<file path="src/rtl/fetch_stage_pkg.sv">
// Shared types and constants for the fetch stage and the IF/ID pipeline register.
package fetch_stage_pkg;

  localparam int XLEN = 32;
  localparam logic [XLEN-1:0] NOP_INSTR = 32'h0000_0013;

  typedef enum logic [1:0] {
    S_REQ,
    S_WAIT,
    S_DROP
  } fetch_state_t;

  typedef struct packed {
    logic [XLEN-1:0] instr;
    logic [XLEN-1:0] pc;
    logic [XLEN-1:0] pc_plus4;
    logic            valid;
  } if_id_t;

  function automatic if_id_t make_bubble(input logic [XLEN-1:0] nop);
    if_id_t b;
    b.instr    = nop;
    b.pc       = '0;
    b.pc_plus4 = '0;
    b.valid    = 1'b0;
    return b;
  endfunction

endpackage

</file>
<file path="src/rtl/fetch_stage_if_id_reg.sv">
// Stall/flush pipeline register; flush inserts a bubble, stall holds, otherwise loads.
module if_id_reg #(
  parameter logic [31:0] NOP_INSTR = 32'h0000_0013
) (
  input  logic                    clk,
  input  logic                    rst_n,
  input  logic                    stall,
  input  logic                    flush,
  input  fetch_stage_pkg::if_id_t d,
  output fetch_stage_pkg::if_id_t q
);
  import fetch_stage_pkg::*;

  always_ff @(posedge clk or negedge rst_n) begin
    if (!rst_n) begin
      q <= make_bubble(NOP_INSTR);
    end else if (flush) begin
      q <= make_bubble(NOP_INSTR);
    end else if (!stall) begin
      q <= d;
    end
  end

endmodule

</file>
<file path="src/rtl/fetch_stage.sv">
// Instruction fetch: PC, single-outstanding request FSM, one-entry skid buffer, IF/ID register.
module fetch_stage #(
  parameter logic [31:0] RESET_PC  = 32'h0000_0000,
  parameter logic [31:0] NOP_INSTR = 32'h0000_0013
) (
  input  logic        clk,
  input  logic        rst_n,
  input  logic        stallF,
  input  logic        stallD,
  input  logic        flushD,
  input  logic [31:0] pc_target,
  output logic        imem_req,
  output logic [31:0] imem_addr,
  input  logic        imem_gnt,
  input  logic        imem_rvalid,
  input  logic [31:0] imem_rdata,
  output logic [31:0] instrD,
  output logic [31:0] pcD,
  output logic [31:0] pc_plus4D,
  output logic        validD,
  output logic        fetch_empty
);
  import fetch_stage_pkg::*;

  fetch_state_t state;
  logic [31:0]  pc_f;
  logic [31:0]  addr_q;
  logic [31:0]  skid_instr;
  logic [31:0]  skid_pc;
  logic         skid_valid;
  logic         resp;
  if_id_t       if_id_d;
  if_id_t       if_id_q;

  assign imem_req  = (state == S_REQ) && !stallF && !skid_valid && !flushD;
  assign imem_addr = pc_f;
  assign resp      = (state == S_WAIT) && imem_rvalid;

  // A held (skid) response is older than anything live, so it drains first.
  always_comb begin
    if_id_d = make_bubble(NOP_INSTR);
    if (skid_valid) begin
      if_id_d.instr    = skid_instr;
      if_id_d.pc       = skid_pc;
      if_id_d.pc_plus4 = skid_pc + 32'd4;
      if_id_d.valid    = 1'b1;
    end else if (resp) begin
      if_id_d.instr    = imem_rdata;
      if_id_d.pc       = addr_q;
      if_id_d.pc_plus4 = addr_q + 32'd4;
      if_id_d.valid    = 1'b1;
    end
  end

  always_ff @(posedge clk or negedge rst_n) begin
    if (!rst_n) begin
      state      <= S_REQ;
      pc_f       <= RESET_PC;
      addr_q     <= '0;
      skid_valid <= 1'b0;
      skid_instr <= '0;
      skid_pc    <= '0;
    end else if (flushD) begin
      pc_f       <= {pc_target[31:2], 2'b00};
      skid_valid <= 1'b0;
      // An in-flight response must still be swallowed once it arrives.
      case (state)
        S_WAIT:  state <= imem_rvalid ? S_REQ : S_DROP;
        S_DROP:  state <= imem_rvalid ? S_REQ : S_DROP;
        default: state <= S_REQ;
      endcase
    end else begin
      if (skid_valid && !stallD) begin
        skid_valid <= 1'b0;
      end
      case (state)
        S_REQ: begin
          if (imem_req && imem_gnt) begin
            addr_q <= pc_f;
            pc_f   <= pc_f + 32'd4;
            state  <= S_WAIT;
          end
        end
        S_WAIT: begin
          if (imem_rvalid) begin
            state <= S_REQ;
            if (stallD) begin
              skid_valid <= 1'b1;
              skid_instr <= imem_rdata;
              skid_pc    <= addr_q;
            end
          end
        end
        S_DROP: begin
          if (imem_rvalid) begin
            state <= S_REQ;
          end
        end
        default: state <= S_REQ;
      endcase
    end
  end

  if_id_reg #(
    .NOP_INSTR(NOP_INSTR)
  ) u_if_id (
    .clk  (clk),
    .rst_n(rst_n),
    .stall(stallD),
    .flush(flushD),
    .d    (if_id_d),
    .q    (if_id_q)
  );

  assign instrD      = if_id_q.instr;
  assign pcD         = if_id_q.pc;
  assign pc_plus4D   = if_id_q.pc_plus4;
  assign validD      = if_id_q.valid;
  assign fetch_empty = !if_id_q.valid;

endmodule

</file>
<file path="config.mk">
export PLATFORM = sky130hd
export DESIGN_NAME = fetch_stage
export DESIGN_NICKNAME = d
export VERILOG_FILES = /design/src/rtl/fetch_stage_pkg.sv /design/src/rtl/fetch_stage_if_id_reg.sv /design/src/rtl/fetch_stage.sv
export SDC_FILE = /design/constraint.sdc
export NUM_CORES = 1
export LEC_CHECK = 0
export ABC_AREA = 1
export CORE_ASPECT_RATIO = 0.7
export CORE_MARGIN = 2
export CORE_UTILIZATION = 33
export CTS_CLUSTER_SIZE = 16
export DETAILED_ROUTE_END_ITERATION = 10
export PLACE_DENSITY_LB_ADDON = 0.1
export SYNTH_ARGS = -nofsm -noshare
export SYNTH_HDL_FRONTEND = slang
export SYNTH_SLANG_ARGS = --single-unit
export TNS_END_PERCENT = 5
</file>
<file path="constraint.sdc">
create_clock -name clk -period 1.6 [get_ports clk]
set_input_delay 0.16 -clock clk [delete_from_list [all_inputs] [get_ports clk]]
set_output_delay 0.16 -clock clk [all_outputs]
set_load 0.1 [all_outputs]
</file>
==> Slide: Implementation Results <==
Implementation Results

Worst setup path
  – Endpoint class of the critical path: output port
  – Crit path cell chain: buf_8 > nor3_4 > buf_12
  – CP Buf/Inv Count: 2
  – Crit path largest cell delay: 0.53 ns
  – Largest delay share family, worst path: flip-flops
  – Startpoint types: register
  – Largest fanout on the critical path: 20
  – Crit-path slowest cell: dfrtp_4
  – WS Path Type: register to output port

Power
  – Sw Ratio: 41.3%
  – Seq pwr share: 32.2%
  – Final Power: 25.5 mW
  – Power Density: 1340 nW/µm²
  – Static leakage: 8.57 nW
  – Clock Power Share: 22.5%
  – Comb. pwr: 11.6 mW
  – Net Sw Power: 10.5 mW
  – Comb power frac: 45.4%
  – Internal: 15.0 mW

Timing
  – Final period utilization: 116%
  – Hold Vio Cnt, Final: 0
  – Slew HR: 66.0%
  – Setup ws final: -0.254 ns
  – Min cycle time layout: 1.85 ns
  – RSZ-0062 raised after global routing: true
  – Fin Hold WS: 0.183 ns
  – # setup viols final: 119
  – Peak Freq: 539 MHz
  – Post-route setup TNS: -4.90 ns
  – Final Max Slew Viols: 0

Clock network
  – Bufs on Longest Clock Path: 3
  – Clk root buf: clkbuf_16
  – Hold buffers post-CTS: 2
  – Number of CTS-inserted buffers: 25
  – Clk latency late pin: 0.54 ns
  – Htree depth: 1
  – TritonCTS clock tree: done

Final layout
  – Top class by area: combinational gates
  – Most frequent logic cell in the layout: nand2_1
  – Fillers: 3322
  – Layout non-clock buf frac: 29.1%
  – Design Area, Final: 19100 µm²
  – # diodes: 0
  – Layout Utilization: 53.6%
  – Bufs w/o clock: 446
  – Register area: 5560 µm²
  – # clk buffers: 36
  – Inverters excl. clock: 119
  – Mi-comb count: 1166
  – Final cell count without fillers: 2475
  – Area Overhead vs Synth: 61.1%
  – Logic share of the area: 32.0%
  – Comb gate area: 6110 µm²
  – Layout cells sized above 1: 30.9%

Global route
  – First-pass GRT wire length: 69.1 mm
  – Pin count of the biggest net entering global routing: 70
  – GRT met1 Usage: 37.0%
  – GRT overflow: 0
  – Global routing's busiest layer: met1
  – Initial antenna violation count: 0
  – Vias in the first global route: 11800

Placed design
  – PortBufs: 197
  – Placed Area: 17400 µm²
  – Placed insts: 2408
  – Routability cong.: 0.959
  – Detailed Place HPWL: 33.6 mm
  – Setup Slack @ Placement: -0.258 ns

Floorplan
  – Io pins: 202
  – FP Rows: 58
  – Core Area: 35600 µm²
  – Die ar.: 37500 µm²
  – Fp_density: 33.3%

Yosys
  – Area reported by Yosys stat: 11900 µm²
  – Number of cells in Yosys stat: 1581
  – Synth Seq Share: 46.3%
  – Simple Share, Synth: 29.9%
  – Mapped Area: 11900 µm²
  – EDFF count, synth: 0
  – Synth area leader: dfrtp_1
  – Area fraction in mux cells: 2.28%
  – Main logic family: simple AND/OR/NAND/NOR gates
  – Registers, synthesis: 219
  – Dominant register cell: dfrtp_1
  – Ys async rst share: 100%
  – Top cell area share: 45.6%
  – Synthesized instance count: 1581
  – Syn. warnings: 0
  – Top cells, area: dfrtp_1 (46%), nand2_1 (16%), o21ai_0 (7.4%), nor2_1 (5.4%), nand3_1 (4.7%)
  – Mean post-synth cell area: 7.50 µm²
  – Most instantiated cells after synthesis: nand2_1 (490), dfrtp_1 (216), o21ai_0 (175), nor2_1 (171), inv_1 (113)
  – Most numerous cell in the Yosys netlist: nand2_1
  – Adder share: 0.528%
  – Post-synthesis xor/xnor area fraction: 0.813%
  – Synth unique cells: 47

Detailed routing
  – Metal2 WL: 18.7 mm
  – Post-route DRC violation count: 0
  – Routed vias/inst: 4.99
  – DR WL met3: 2.96 mm
  – M1 wire length: 22.8 mm
  – TritonRoute pass-1 iters: 5
  – Highest routed layer: met4

Outcome
  – Status: complete, but fails checks
  – Failing checks: setup timing

Run
  – Tool Warnings: 32

Hold path
  – Min-Delay Path Class: input pin to register
==> worst paths after layout <==
path	endpoint	slack, ns	cells after the start	startpoint
max	imem_req	-0.25	3	skid_valid$_DFF_PN0_
min	imem_addr[17]$_DFFE_PN0P_	0.18	3	pc_target[17]
max reg2reg	imem_addr[20]$_DFFE_PN0P_	-0.17	11	state[0]$_DFFE_PN0P_
min reg2reg	skid_instr[27]$_DFFE_PN0P_	0.49	2	skid_instr[27]$_DFFE_PN0P_
max in group asynchronous	imem_addr[22]$_DFFE_PN0P_	0.46	3	rst_n
min in group asynchronous	imem_addr[29]$_DFFE_PN0P_	0.19	3	rst_n
==> flip-flops by register name (all words and copies together) (netlist names) <==
name	cells
u_if_id.q	94
skid_instr	32
addr_q	30
imem_addr	30
skid_pc	30
state	2
skid_valid	1
Fig. 1: M2 wires
(1 px per µm)
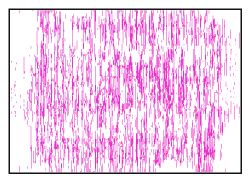
nets with wire on the layer: 1675
longest straight run: 65.6 µm
main direction: vertical
wire length on this layer: 18700 µm
met2 usage: 33.8%
detailed-route via count: 12300
drt total wl: 45.1 mm

Fig. 2: clock routing
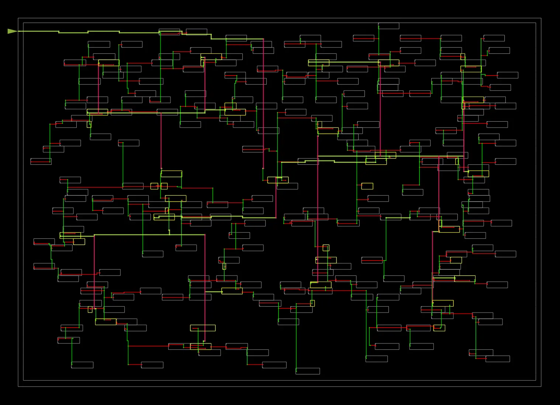
num sequential: 219
Power Clock: 5.74 mW
CTS sink cnt: 219
clock skew: 0.00911 ns

Fig. 3: M3 wires
(1 px per µm)
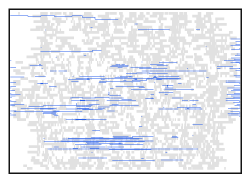
longest straight run: 150 µm
nets with wire on the layer: 171
Global Route met3 Usage: 4.50%

Fig. 4: signal wires by layer
(1.5 px per µm)
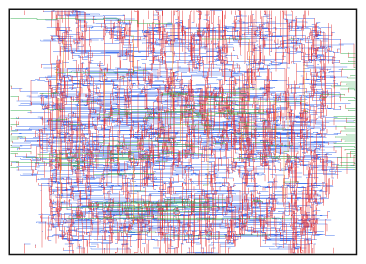
[green] met3 | wire length: 2960 µm
[red] met2 | wire length: 18700 µm
[blue] met1 | wire length: 22.8 mm
[orange] met4 | wire length: 624 µm
Total GRT Usage: 23.6%
average wire per standard cell: 18.2 µm

Fig. 5: PDN straps and rails
(1.5 px per µm) Pins as bars on the die edge. Tap cells in gray.
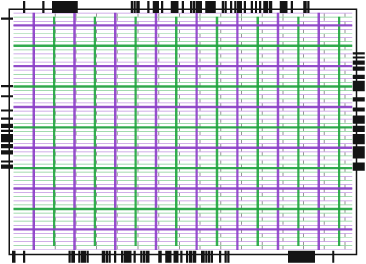
[purple] VSS
[green] VDD
met4 straps: 16
met5 straps: 11
Max IR drop VDD: 776 µV
die width: 231 µm
Die Y: 163 µm

Power is estimated from default activity; no workload was simulated.
